Design dot_arbiter, sky130hd; sources not shown.
Run 1, register map, names as in the netlist:
(2 px per um)
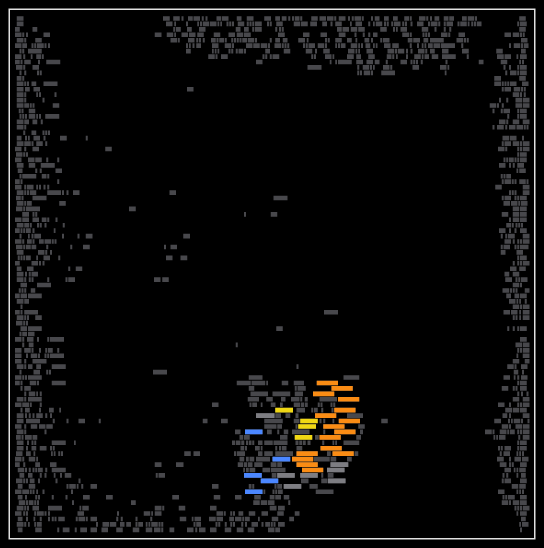
| signal | colour | sequential cells | where |
|---|---|---|---|
| r_wr_ptr | yellow | 4 | south |
| r_tag_mem | orange | 16 | south |
| inflight | blue | 5 | south |
not coloured: 7
Seq area share: 0.0774
Final Util: 0.171

Run 1, cell placement:
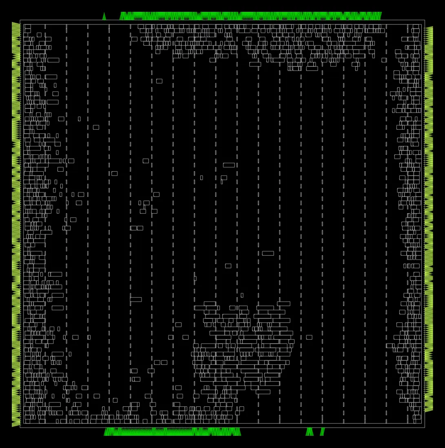
flop count: 32
Core Area: 66600 um^2
Tapcells: 873
fin cells: 2224
Rows: 95

Run 1, met3 routing:
(1.5 px per um)
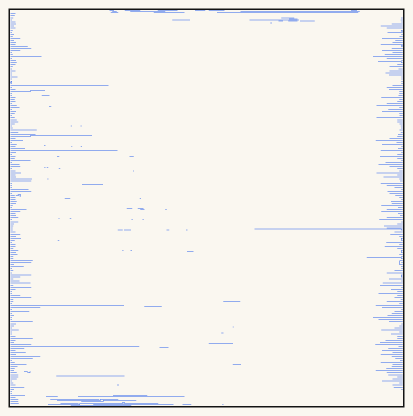
wire length on this layer: 3450 um
longest straight run: 97.7 um
nets with wire on the layer: 410
GR Layer Usage met3: 0.0270
Via Count: 7004

==> reports/results.ini, run 1 <==
[logic_synthesis]
netlist.area_leader.share=0.511
synth-edff-count=16
ys_top_cells_by_area=nand2_1, edfxtp_1, dfrtp_1, buf_4, buf_2
ys_top_cells_by_count=nand2_1, buf_4, buf_2, nor2_1, edfxtp_1
synth_seq_share=0.206
netlist_area_um2=4290
ys_ff=32
ys_cells=789
syn-mean-instance-area_um2=5.44
yosys_warnings=0
synth-main-ff-cell=edfxtp_1
yosys.area.top_type=nand2_1
postSynthCellCount=789
yosysMostFrequentCell=nand2_1
ys_area_um2=4290
ys_types=44
ys_async_sr_fraction=0.500
synthesis.nets=1223

[setup_path]
crit_chain=buf_4, mux4_2, a211oi_1, a21oi_1, clkdlybuf4s50_1
cpLargestDelayFamily=buffers and inverters
critical_path_arrival_ns=2.39
slowest_delay_ns=0.67
endpoint_kind=output port
crit_fanout=5
path_buffers=2
start_kind=flip-flop
cpMaxStageDelayCell=clkdlybuf4s50_1
critPathRequiredTime_ns=2.55
reg2reg_slack_ns=0.27
r2r_cells=7
crit_cells=5
critical_path_class=reg -> out

[detailed_routing]
drtIter0Drc=275
final_antenna_net_count=0
vias_per_cell=3.15
route.detailed.drc=0
finalWirelength_um=34700
wl_per_cell_um=15.6
drtPass1Iterations=4

[die]
die_w_um=262
die_h_um=264
ioPinCount=660
fp_util=0.0645
chip_area_um2=69200

[layout]
drive_gt1_frac=0.154
seqCellArea_um2=882
nClkBuffers=5
largest_reg_flops=16
nets=1780
comb_area_share=0.259
fillers=7562
logic_gates=672
n_all_inverters=7
finalInstanceArea_um2=11400
comb_area_um2=2950
diodes=4
nNonClkBuffers=628
final-clk-cell-share=0.0120
syn2layout_area_growth_pct=166
largest_cell_class=non-clock buffers
buf_share=0.552

[cts]
clk_latency_ns=0.27
cts.path.max_buffers=2
cts_sinks=32
h-tree-depth=2
cts_tree=yes
numCtsBuffers=5
ctsHoldBuffers=0
cts_root_buffer=clkbuf_16
clkTransAtPathRegs_ns=0.05

[grt]
grt_pass1_wl_um=45500
use_met1=0.101
grt.total_usage=0.0919
grt_overflow=0
grt-busiest-layer=met2
grt_util_met2=0.174
grt_pass1_vias=6828
antenna_found_initial=22
grt_max_degree=78

[final_timing]
fin_tns_setup_ns=0
worst_pin_slew_ns=0.540
hold-worst-slack_ns=0.401
clock_skew_ns=0.00543
setup_violations=0
max_freq_mhz=374
relSlewSlack=0.640
fin_crit_sh=0.946
rsz0062_at_grt=no
fin_crit_ns=2.68
hold_viol=0
final_max_slew_viol_count=0

[place]
gp_congestion=0.795
dp_hpwl_um=30300
port-buffer-count=595
placed_area_um2=11200
placed_cells=2210

[hold_path]
hold_path_class=in -> async

[flow_run]
warnings=29
maxCapViolations=0

[power_and_ir_drop]
power.leakage_nw=5.20
vdd_drop_max_mv=0.425
powerDensity_nw_per_um2=804

[status]
outcome=finished, final reports clean

[run 1: repair_timing]
item / 4_1_cts / 5_1_grt
hold endpoints to repair: 0 / 0
endpoints found under the setup margin: 0 / 24
gates resized: 0 / 2
buffers inserted: 0 / 1
[run 1: where the power goes]
part	total, mW	leakage (nW)	internal, mW	switching, mW
registers	0.809	0.339	0.630	0.180
logic	7.87	4.79	3.23	4.64
clock network	0.494	0.0701	0.315	0.179
[run 1: kinds of logic after synthesis]
kind of cell,after synthesis,synth area share
buf+inv,85,0.111
compound gates,18,0.0350
xor+xnor,9,0.0184
flops,32,0.206
fa+ha+maj,10,0.0309
simple gates,627,0.567
mux,8,0.0321
[run 1: placed cells by master, fill, tap and decap left out, types with 2 or more instances in the layout]
| cell | count |
|---|---|
| dfrtp_1 | 15 |
| nand2b_1 | 2 |
| a211oi_1 | 2 |
| a21oi_1 | 4 |
| clkinv_1 | 2 |
| ha_1 | 9 |
| diode_2 | 4 |
| nand3_1 | 4 |
| xnor2_1 | 7 |
| xor2_1 | 2 |
| inv_1 | 7 |
| nand2_1 | 584 |
| mux2_2 | 2 |
| clkdlybuf4s50_1 | 442 |
| o21ai_0 | 4 |
| nor3_1 | 5 |
| buf_12 | 36 |
| edfxtp_1 | 16 |
| clkbuf_16 | 6 |
| nor2_1 | 20 |
| mux4_2 | 4 |
| buf_4 | 147 |
[run 1: routing by layer]
layer,vias up,part of all wire
met1,2973,0.38
met5,-,0.0020
li1,3494,-
met3,58,0.099
met4,10,0.012
met2,469,0.51
[run 1: through the flow]
step	worst slack (ns)	total power [mW]	utilization
after floorplan	0.115	5.03	-
after global placement	-0.0349	8.72	0.169
after detailed placement	-0.0773	8.74	0.169
after CTS	0.0870	9.26	0.171
after global routing	0.00115	9.83	0.171
final	0.153	9.17	0.171
==> run 2: changes to the inputs <==
- CTS_BUF_LIST: sky130_fd_sc_hd__clkbuf_8 sky130_fd_sc_hd__clkbuf_16 -> sky130_fd_sc_hd__clkbuf_4 sky130_fd_sc_hd__clkbuf_8
- GPL_ROUTABILITY_DRIVEN: default -> 0
Run 2, met3 routing:
(1.5 px per um)
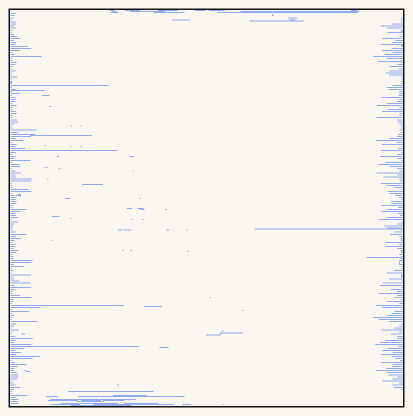
nets with wire on the layer: 407
main direction: horizontal
Routed WL: 34700 um
Via Count: 6977
GR Layer Usage met3: 0.0264

Run 2, cell classes on the final placement:
(1 px per um)
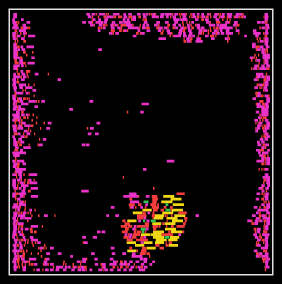
| class | colour | cells | share of their area |
|---|---|---|---|
| all other logic | red | 679 | 29% |
| flip-flops | yellow | 32 | 8.6% |
| other buffers and delay cells | magenta | 628 | 61% |
| clock drivers and dummy loads | green | 8 | 0.82% |
Final Util: 0.170
Seq area share: 0.0777
design area: 11300 um^2

==> run 2 against run 1 <==
Sequential power barely moved. Fmax fell by 0.29%. Synthesized cell count did not move. Clock power fell by 32%. Combinational power barely moved. Sequential cell count did not move. Non-clock buffer count did not move. Die size did not move. Sequential share of layout area barely moved. Critical path depth did not move. Register-to-register slack barely moved. Synthesized area did not move. Critical endpoint unchanged. Largest cell class unchanged.
==> reports/results.ini, run 2 <==
[status]
outcome=finished, final reports clean

[logic_synthesis]
ys_area_um2=4290  ; unchanged
postSynthCellCount=789  ; unchanged
ys_top_cells_by_count=nand2_1, buf_4, buf_2, nor2_1, edfxtp_1
yosys_warnings=0  ; unchanged
ys_cells=789  ; unchanged
yosys.area.top_type=nand2_1
yosysMostFrequentCell=nand2_1
ys_types=44  ; unchanged
synthesis.nets=1223  ; unchanged
ys_async_sr_fraction=0.500  ; unchanged
ys_top_cells_by_area=nand2_1, edfxtp_1, dfrtp_1, buf_4, buf_2
ys_ff=32  ; unchanged
syn-mean-instance-area_um2=5.44  ; unchanged
synth_seq_share=0.206  ; unchanged
synth-main-ff-cell=edfxtp_1
netlist_area_um2=4290  ; unchanged
synth-edff-count=16  ; unchanged
netlist.area_leader.share=0.511  ; unchanged

[setup_path]
critical_path_class=reg -> out
start_kind=flip-flop
endpoint_kind=output port
reg2reg_slack_ns=0.27  ; about the same
crit_fanout=5  ; unchanged
critPathRequiredTime_ns=2.55  ; about the same
critical_path_arrival_ns=2.40  ; about the same
r2r_cells=7  ; unchanged

[detailed_routing]
wl_per_cell_um=15.6  ; -0.10%
drtIter0Drc=311  ; +13%
vias_per_cell=3.14  ; -0.39%
final_antenna_net_count=0  ; unchanged
drtPass1Iterations=4  ; unchanged
route.detailed.drc=0  ; unchanged

[layout]
layoutNonFillerInstCount=2224  ; unchanged
largest_reg_flops=16  ; unchanged
drive_gt1_frac=0.155  ; +0.000742
final_common_cell=nand2_1
syn2layout_area_growth_pct=165
final_cell_mix=nand2_1, clkdlybuf4s50_1, buf_4
nets=1780  ; unchanged

[final_timing]
fin_ws_ns=0.146  ; -0.00769 ns
fin_crit_ns=2.68  ; +0.00769 ns
setup_violations=0  ; unchanged
fin_crit_sh=0.949  ; +0.00272
rsz0062_at_grt=no
hold_viol=0  ; unchanged
worst_pin_slew_ns=0.540  ; +0.000540 ns
clock_skew_ns=0.00599  ; +0.000558 ns
final_max_slew_viol_count=0  ; unchanged
relSlewSlack=0.640  ; about the same
max_freq_mhz=373  ; -0.29%
fin_tns_setup_ns=0  ; unchanged

[flow_run]
maxCapViolations=0  ; unchanged
warnings=29  ; unchanged

[place]
placed_cells=2210  ; unchanged
dp_hpwl_um=30300  ; unchanged
placed_area_um2=11200  ; unchanged
port-buffer-count=595  ; unchanged
preCtsSetupSlack_ns=-0.0773  ; unchanged

[cts]
cts_tree=yes
numCtsBuffers=5  ; unchanged
h-tree-depth=2  ; unchanged
cts.path.max_buffers=2  ; unchanged
clk_latency_ns=0.28  ; about the same
cts_sinks=32  ; unchanged
cts_root_buffer=clkbuf_8
clkTransAtPathRegs_ns=0.06  ; about the same

[die]
die_h_um=264  ; unchanged
ioPinCount=660  ; unchanged
num_rows=95  ; unchanged
fp_util=0.0645  ; unchanged
core_um2=66600  ; unchanged
chip_area_um2=69200  ; unchanged
die_w_um=262  ; unchanged

[grt]
antenna_found_initial=22  ; unchanged
grt_pass1_vias=6829  ; +0.015%
grt_overflow=0  ; unchanged
grt_pass1_wl_um=45500  ; about the same
grt.total_usage=0.0918  ; about the same
grt_max_degree=78  ; unchanged

[power_and_ir_drop]
power.leakage_nw=5.17  ; -0.51%
powerDensity_nw_per_um2=794  ; -1.3%
finalPower_mw=9.01  ; -1.7%
vdd_drop_max_mv=0.425  ; -0.11%

[hold_path]
hold_path_class=in -> async

## run 2: cell count changes in the layout (fill, tap and decap cells not counted), sizes merged
cell    change
clkbuf      +1
inv         -1
## run 2: timing repair
item / CTS / global route
gates resized: 0 / 2
buffers inserted: 0 / 1
endpoints found under the setup margin: 0 / 24
hold buffers: 0 / 0
## run 2: worst max-delay path, cell delays in order (launching register included)
cell and delay, ns:
dfrtp_1 0.46, buf_4 0.19, mux4_2 0.49, a211oi_1 0.24, a21oi_1 0.08, clkdlybuf4s50_1 0.67
## run 2: stage by stage
stage	hold slack [ns]	util
detailed placement	0.507	0.169
CTS	0.396	0.170
global route	0.413	0.170
floorplan	-0.0126	-
global placement	0.501	0.169
finish	0.390	0.170
## run 2: metal layers
metal  share of wire  vias up  track usage
met4           0.012       10       0.0159
met5          0.0020        -            0
met1            0.38     2951        0.101
li1                -     3494            -
met2            0.51      464        0.174
met3           0.099       58       0.0264
## run 2: area by class of cell
type,instances,area [um^2]
Antenna cell,4,10.0
Multi-Input combinational cell,672,2950
Tap cell,873,1090
Sequential cell,32,882
Inverter,7,31.3
Timing Repair Buffer,628,6300
Clock buffer,6,76.3
Clock inverter,2,7.51
Fill cell,7568,55200
## run 2: power breakdown
group / total, mW / switching (mW) / internal (mW)
logic: 7.86 / 4.64 / 3.23
clock network: 0.336 / 0.159 / 0.177
registers: 0.808 / 0.180 / 0.629
total: 9.01 / 4.98 / 4.03
## run 2: cells by family after synthesis
kind of cell             share of synthesized area
AND/OR/NAND/NOR                              0.567
flip-flops                                   0.206
XOR/XNOR                                    0.0184
AND-OR/OR-AND                               0.0350
buffers and inverters                        0.111
adder cells (fa/ha/maj)                     0.0309
multiplexers                                0.0321
Power is estimated from default activity; no workload was simulated.
